`config.mk`:
```
export PLATFORM = sky130hd
export DESIGN_NAME = johnson_monitor
export DESIGN_NICKNAME = d
export VERILOG_FILES = /design/src/rtl/jcm_pkg.sv /design/src/rtl/johnson_decode.sv /design/src/rtl/johnson_monitor.sv
export SDC_FILE = /design/constraint.sdc
export NUM_CORES = 1
export LEC_CHECK = 0
export ABC_AREA = 1
export CORE_ASPECT_RATIO = 1.5
export CORE_UTILIZATION = 53
export DETAILED_ROUTE_END_ITERATION = 8
export MAX_ROUTING_LAYER = met4
export PLACE_DENSITY_LB_ADDON = 0.25
export SYNTH_ARGS = -nofsm -noshare
export SYNTH_HDL_FRONTEND = slang
export SYNTH_SLANG_ARGS = --single-unit
```
`constraint.sdc`:
```
create_clock -name in_clk -period 2 [get_ports in_clk]
set_clock_uncertainty 0.05 [all_clocks]
set_input_delay 0.4 -clock in_clk [delete_from_list [all_inputs] [get_ports in_clk]]
set_output_delay 0.4 -clock in_clk [all_outputs]
set_load 0.05 [all_outputs]
```
`src/rtl/jcm_pkg.sv`:
```
// Shared definitions for the Johnson counter monitor.
//   jcm_state_e : monitor FSM states
//   JCM_CODES   : the eight legal 4-bit Johnson codes, indexed by phase
//   jcm_dec_t   : decoded sample {valid, idx}
//   jcm_decode  : code -> {valid, idx}
package jcm_pkg;

  typedef enum logic [1:0] {
    SEARCH = 2'd0,
    LOCKED = 2'd1,
    FAULT  = 2'd2
  } jcm_state_e;

  // Element [i] is the code for phase i.
  localparam logic [7:0][3:0] JCM_CODES = {
    4'b0001, 4'b0011, 4'b0111, 4'b1111,
    4'b1110, 4'b1100, 4'b1000, 4'b0000
  };

  typedef struct packed {
    logic       valid;
    logic [2:0] idx;
  } jcm_dec_t;

  function automatic jcm_dec_t jcm_decode(input logic [3:0] code);
    jcm_dec_t r;
    r.valid = 1'b0;
    r.idx   = 3'd0;
    for (int i = 0; i < 8; i++) begin
      if (code == JCM_CODES[i]) begin
        r.valid = 1'b1;
        r.idx   = 3'(i);
      end
    end
    return r;
  endfunction

endpackage

```
`src/rtl/johnson_decode.sv`:
```
// Combinational decoder for a 4-bit Johnson counter state.
//   code_i   : raw counter state
//   valid_o  : code is one of the eight legal codes
//   idx_o    : phase index 0..7 (0 when illegal)
//   onehot_o : one-hot of idx_o, all-zero when illegal
module johnson_decode
  import jcm_pkg::*;
(
  input  logic [3:0] code_i,
  output logic       valid_o,
  output logic [2:0] idx_o,
  output logic [7:0] onehot_o
);

  jcm_dec_t dec;

  assign dec      = jcm_decode(code_i);
  assign valid_o  = dec.valid;
  assign idx_o    = dec.idx;
  assign onehot_o = dec.valid ? (8'b1 << dec.idx) : 8'b0;

endmodule

```
`src/rtl/johnson_monitor.sv`:
```
// Monitor for a 4-bit Johnson counter. Decodes each enabled sample, checks
// that successive samples hold or advance by one phase, locks after a run of
// good advances and requests a resync when a locked sequence breaks.
//   in_clk      : clock, rising edge
//   in_clr_n    : asynchronous active-low reset
//   in_en       : sample enable
//   in_q        : counter state
//   in_err_clr  : synchronous clear of the error counter
//   o_idx       : phase index of the last legal sample
//   o_phase     : one-hot phase, zero if the last sample was illegal
//   o_wrap      : pulse on a 7->0 advance (SEARCH/LOCKED only)
//   o_locked    : FSM in LOCKED
//   o_fault     : FSM in FAULT
//   o_resync    : pulse on entry to FAULT, meant to clear the counter
//   o_err_cnt   : saturating count of LOCKED->FAULT events
module johnson_monitor
  import jcm_pkg::*;
#(
  parameter int LOCK_CNT = 4,
  parameter int ERR_W    = 8
) (
  input  logic             in_clk,
  input  logic             in_clr_n,
  input  logic             in_en,
  input  logic [3:0]       in_q,
  input  logic             in_err_clr,
  output logic [2:0]       o_idx,
  output logic [7:0]       o_phase,
  output logic             o_wrap,
  output logic             o_locked,
  output logic             o_fault,
  output logic             o_resync,
  output logic [ERR_W-1:0] o_err_cnt
);

  localparam logic [3:0] LOCK_Q = 4'(LOCK_CNT);

  logic       dec_valid;
  logic [2:0] dec_idx;
  logic [7:0] dec_onehot;

  johnson_decode u_decode (
    .code_i   (in_q),
    .valid_o  (dec_valid),
    .idx_o    (dec_idx),
    .onehot_o (dec_onehot)
  );

  jcm_state_e       state_q, state_d;
  logic [3:0]       run_q, run_d;
  logic             ref_vld_q, ref_vld_d;
  logic [2:0]       ref_idx_q, ref_idx_d;
  logic [2:0]       idx_q, idx_d;
  logic [7:0]       phase_q, phase_d;
  logic             wrap_q, wrap_d;
  logic             resync_q, resync_d;
  logic             locked_q, fault_q;
  logic [ERR_W-1:0] err_q, err_d;
  logic             err_inc;
  logic             step_hold, step_adv;

  always_comb begin
    state_d   = state_q;
    run_d     = run_q;
    ref_vld_d = ref_vld_q;
    ref_idx_d = ref_idx_q;
    idx_d     = idx_q;
    phase_d   = phase_q;
    wrap_d    = 1'b0;
    resync_d  = 1'b0;
    err_inc   = 1'b0;

    step_hold = ref_vld_q && dec_valid && (dec_idx == ref_idx_q);
    step_adv  = ref_vld_q && dec_valid && (dec_idx == 3'(ref_idx_q + 3'd1));

    if (in_en) begin
      phase_d = dec_onehot;
      if (dec_valid) idx_d = dec_idx;

      unique case (state_q)
        FAULT: begin
          // Only an all-zero sample (the counter's cleared state) ends FAULT.
          if (in_q == 4'b0000) begin
            state_d   = SEARCH;
            run_d     = 4'd0;
            ref_vld_d = 1'b0;
          end
        end
        default: begin
          if (!ref_vld_q) begin
            // First sample only establishes the reference; an illegal one cannot.
            ref_vld_d = dec_valid;
            ref_idx_d = dec_idx;
          end else if (step_adv) begin
            ref_idx_d = dec_idx;
            wrap_d    = (ref_idx_q == 3'd7);
            if (state_q == SEARCH) begin
              if (run_q + 4'd1 == LOCK_Q) begin
                state_d = LOCKED;
                run_d   = 4'd0;
              end else begin
                run_d = run_q + 4'd1;
              end
            end
          end else if (!step_hold) begin
            run_d     = 4'd0;
            ref_vld_d = 1'b0;
            if (state_q == LOCKED) begin
              state_d  = FAULT;
              resync_d = 1'b1;
              err_inc  = 1'b1;
            end
          end
        end
      endcase
    end

    err_d = err_q;
    if (err_inc && (err_q != '1)) err_d = err_q + ERR_W'(1);
    // A clear wins over the old count but not over a same-cycle event.
    if (in_err_clr) err_d = err_inc ? ERR_W'(1) : '0;
  end

  always_ff @(posedge in_clk or negedge in_clr_n) begin
    if (!in_clr_n) begin
      state_q   <= SEARCH;
      run_q     <= 4'd0;
      ref_vld_q <= 1'b0;
      ref_idx_q <= 3'd0;
      idx_q     <= 3'd0;
      phase_q   <= 8'd0;
      wrap_q    <= 1'b0;
      resync_q  <= 1'b0;
      locked_q  <= 1'b0;
      fault_q   <= 1'b0;
      err_q     <= '0;
    end else begin
      state_q   <= state_d;
      run_q     <= run_d;
      ref_vld_q <= ref_vld_d;
      ref_idx_q <= ref_idx_d;
      idx_q     <= idx_d;
      phase_q   <= phase_d;
      wrap_q    <= wrap_d;
      resync_q  <= resync_d;
      locked_q  <= (state_d == LOCKED);
      fault_q   <= (state_d == FAULT);
      err_q     <= err_d;
    end
  end

  assign o_idx     = idx_q;
  assign o_phase   = phase_q;
  assign o_wrap    = wrap_q;
  assign o_locked  = locked_q;
  assign o_fault   = fault_q;
  assign o_resync  = resync_q;
  assign o_err_cnt = err_q;

endmodule

```
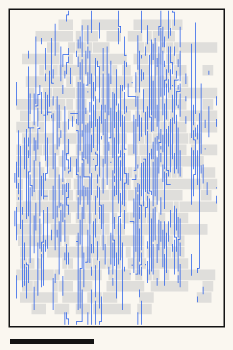
*Met2 routing, run 1*
Bar = 20 um. Cells faint in the background.
main direction = vertical
nets with wire on the layer = 262
GR Util met2: 48.7%
via count: 1,796
Routed WL: 4570 um

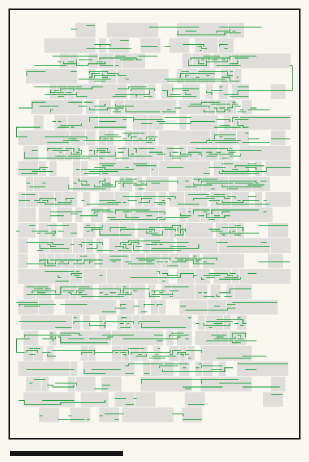
*Metal 1, run 1*
Bar = 20 um. Cells faint in the background.
share of all routed wire = 39%
wire length on this layer = 1,770 um
longest straight run = 17.0 um
nets with wire on the layer = 278

==> flow_metrics.py, run 1 <==
# Synthesis and PnR figures
metrics = {
    "status": {
        "run_status": "finished, final reports clean",
    },
    "cells_and_area": {
        "fin_util_pct": 76.8,
        "final-comb-area_um2": 1010,
        "fin_area_um2": 2620,
        "largest_class": "logic gates",
        "layout_top_cells": "60 x nand2_1, 35 x buf_4, 33 x dfrtp_1",
        "n_antenna_cell": 0,
        "drive_gt1_share_pct": 29.4,
    },
    "route": {
        "drt-pass1-iter-count": 5,
        "drcViolationCount": 0,
    },
    "synthesis": {
        "logic_family": "simple AND/OR/NAND/NOR gates",
        "async_reset_ff_share_pct": 100,
        "syn_nets": 249,
        "synth_flops": 33,
        "synth_area_per_cell_um2": 8.08,
    },
    "clock_network": {
        "numCtsBuffers": 5,
        "post_cts_resize_count": 7,
        "cts_buffer_depth": 2,
        "root_buffer": "clkbuf_8",
        "clkSinkCount": 33,
    },
    "final_timing": {
        "fin_ws_ns": 0.0592,
        "worstMarginPinSlew_ns": 0.505,
    },
    "placed_design": {
        "dpl-instance-area_um2": 2440,
        "pre_cts_slack_ns": -0.455,
    },
    "die": {
        "taps": 42,
    },
    "power": {
        "p_int_mw": 1.44,
        "power-per-cell-area_nw_per_um2": 895,
        "power-top-group": "combinational logic",
        "swShare_pct": 38.6,
    },
    "worst_hold_path": {
        "hp-class": "register to register",
    },
    "setup_path": {
        "cp-end-kind": "register",
        "crit_buf_inv": 0,
        "slowest_delay_ns": 0.41,
    },
    "job": {
        "openroad.warnings": 26,
    },
}
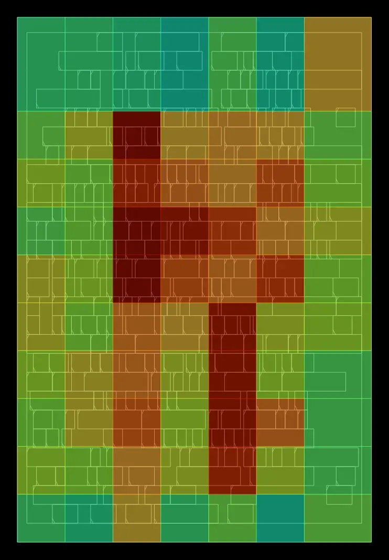
*Routing congestion, run 1*
met3 Track Usage GR: 4.99%
GR Util met1: 26.6%

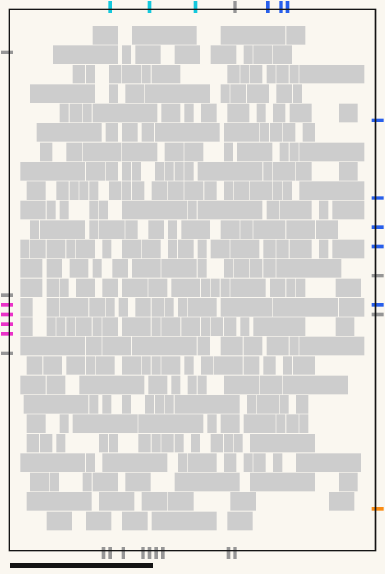
*I/O pins on the die edge, run 1*
Bar = 20 um. Pins as bars across the die edge, other pins in grey.
o_err_cnt -> blue  # pins 8, direction output, edge 5 right, 3 top
in_clr_n -> orange  # pins 1, direction input, edge right
o_idx -> cyan  # pins 3, direction output, edge top
in_q -> magenta  # pins 4, direction input, edge left
Port Buffer Count: 30
Die W: 51.1 um
Die Y: 75.6 um

[run 1: synthesized netlist by cell type, types with 2 or more instances]
library cell   n
nand2_2        7
nor2_1        15
nand4_1        9
dfrtp_1       33
nand3_2        2
ha_1           4
xnor2_1        3
o21ai_0        9
xor2_1         5
nor2_2         2
a21oi_1        5
inv_1         25
nor2_4         4
nand2_1       62
clkbuf_1       2
inv_2          4
o21ai_2        2
nand2_4        6
o21ai_1        7
nand3_1       21
[run 1: metal layers]
metal | routed length, um | global-route usage (%) | share of wire (%)
met1 | 1770 | 26.6 | 39
met3 | 91 | 4.99 | 2.0
met2 | 2600 | 48.7 | 57
met5 | 0 | - | 0
met4 | 101 | 13.0 | 2.2
==> run 2: changes to the inputs <==
==> constraint.sdc (replaced) <==
create_clock -name in_clk -period 1.8 [get_ports in_clk]
set_clock_uncertainty 0.05 [all_clocks]
set_input_delay 0.36 -clock in_clk [delete_from_list [all_inputs] [get_ports in_clk]]
set_output_delay 0.36 -clock in_clk [all_outputs]
set_load 0.05 [all_outputs]
==> flow_metrics.py, run 2 <==
# Synthesis and PnR figures
metrics = {
    "synthesis": {
        "async_reset_ff_share_pct": 100,
        "yosys.cell_count.top_type": "nand2_1",
        "synth_flops": 33,
    },
    "power": {
        "power-top-group": "combinational logic",
        "swShare_pct": 39.7,
        "power-per-cell-area_nw_per_um2": 984,
    },
    "clock_network": {
        "root_buffer": "clkbuf_8",
        "numCtsBuffers": 5,
        "cts_buffer_depth": 2,
    },
    "die": {
        "fp.dieW_um": 51.1,
        "die_h_um": 75.6,
    },
    "placed_design": {
        "pre_cts_slack_ns": -0.628,
        "dpl-instance-area_um2": 2440,
        "io_buffers": 30,
    },
    "global_route": {
        "grtUsageMet2_pct": 49.6,
        "grt.met3_usage_pct": 4.59,
        "busiest_layer": "met2",
    },
    "cells_and_area": {
        "fin_util_pct": 77.7,
        "largest_class": "logic gates",
        "drive_gt1_share_pct": 40.3,
        "fin_area_um2": 2650,
        "final-comb-area_um2": 1050,
    },
    "final_timing": {
        "fin_ws_ns": -0.0914,
        "worstMarginPinSlew_ns": 0.431,
        "setup_viol": 13,
    },
    "status": {
        "run_status": "complete, but fails checks",
        "violations": "negative setup slack",
    },
    "route": {
        "wl_met2_um": 2520,
        "met1_length_um": 1730,
        "drt-pass1-iter-count": 4,
        "wl_met3_um": 131,
        "highest_layer": "met4",
    },
    "setup_path": {
        "slowest_delay_ns": 0.40,
        "crit_buf_inv": 1,
    },
    "job": {
        "openroad.warnings": 29,
    },
}
[run 2: worst max-delay path by stage]
stage	start	end	slack, ns	cells past startpoint
after floorplan	ref_idx_q[0]	run_q[0]	-0.01	10
after global placement	in_q[3]	o_err_cnt[2]	-0.58	14
after detailed placement	in_q[3]	o_err_cnt[2]	-0.63	14
after CTS	ref_idx_q[1]	o_err_cnt[2]	-0.10	11
after global routing	ref_idx_q[1]	run_q[0]	-0.20	11
final	ref_idx_q[0]	run_q[0]	-0.09	11
[run 2: cells by family after synthesis]
family	count (synthesis)	synth area share, %
DFF	33	43.1
xor gates and xnor gates	8	3.66
AOI/OAI and AO/OA	26	7.45
and+or+nand+nor	133	36.3
buffers and inverters	32	6.27
adders and majority gates	4	2.61
muxes	1	0.588
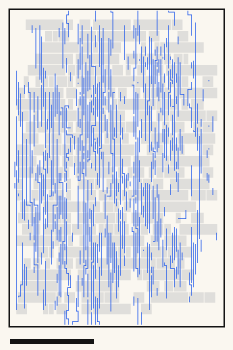
*Met2 routing, run 2*
Bar = 20 um. Cells faint in the background.
longest straight run = 33.3 um
nets with wire on the layer = 280
wire length on this layer = 2,520 um
share of all routed wire = 56%

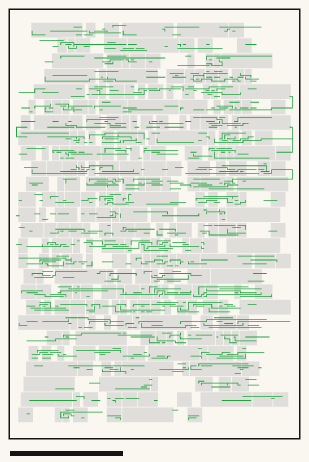
*Metal 1, run 2*
Bar = 20 um. Cells faint in the background.
longest straight run = 13.3 um
wire length on this layer = 1,730 um
main direction = horizontal
share of all routed wire = 39%
nets with wire on the layer = 291
Routed WL: 4470 um
via count: 1,807
GR Util met1: 26.1%

Power is estimated from default activity; no workload was simulated.
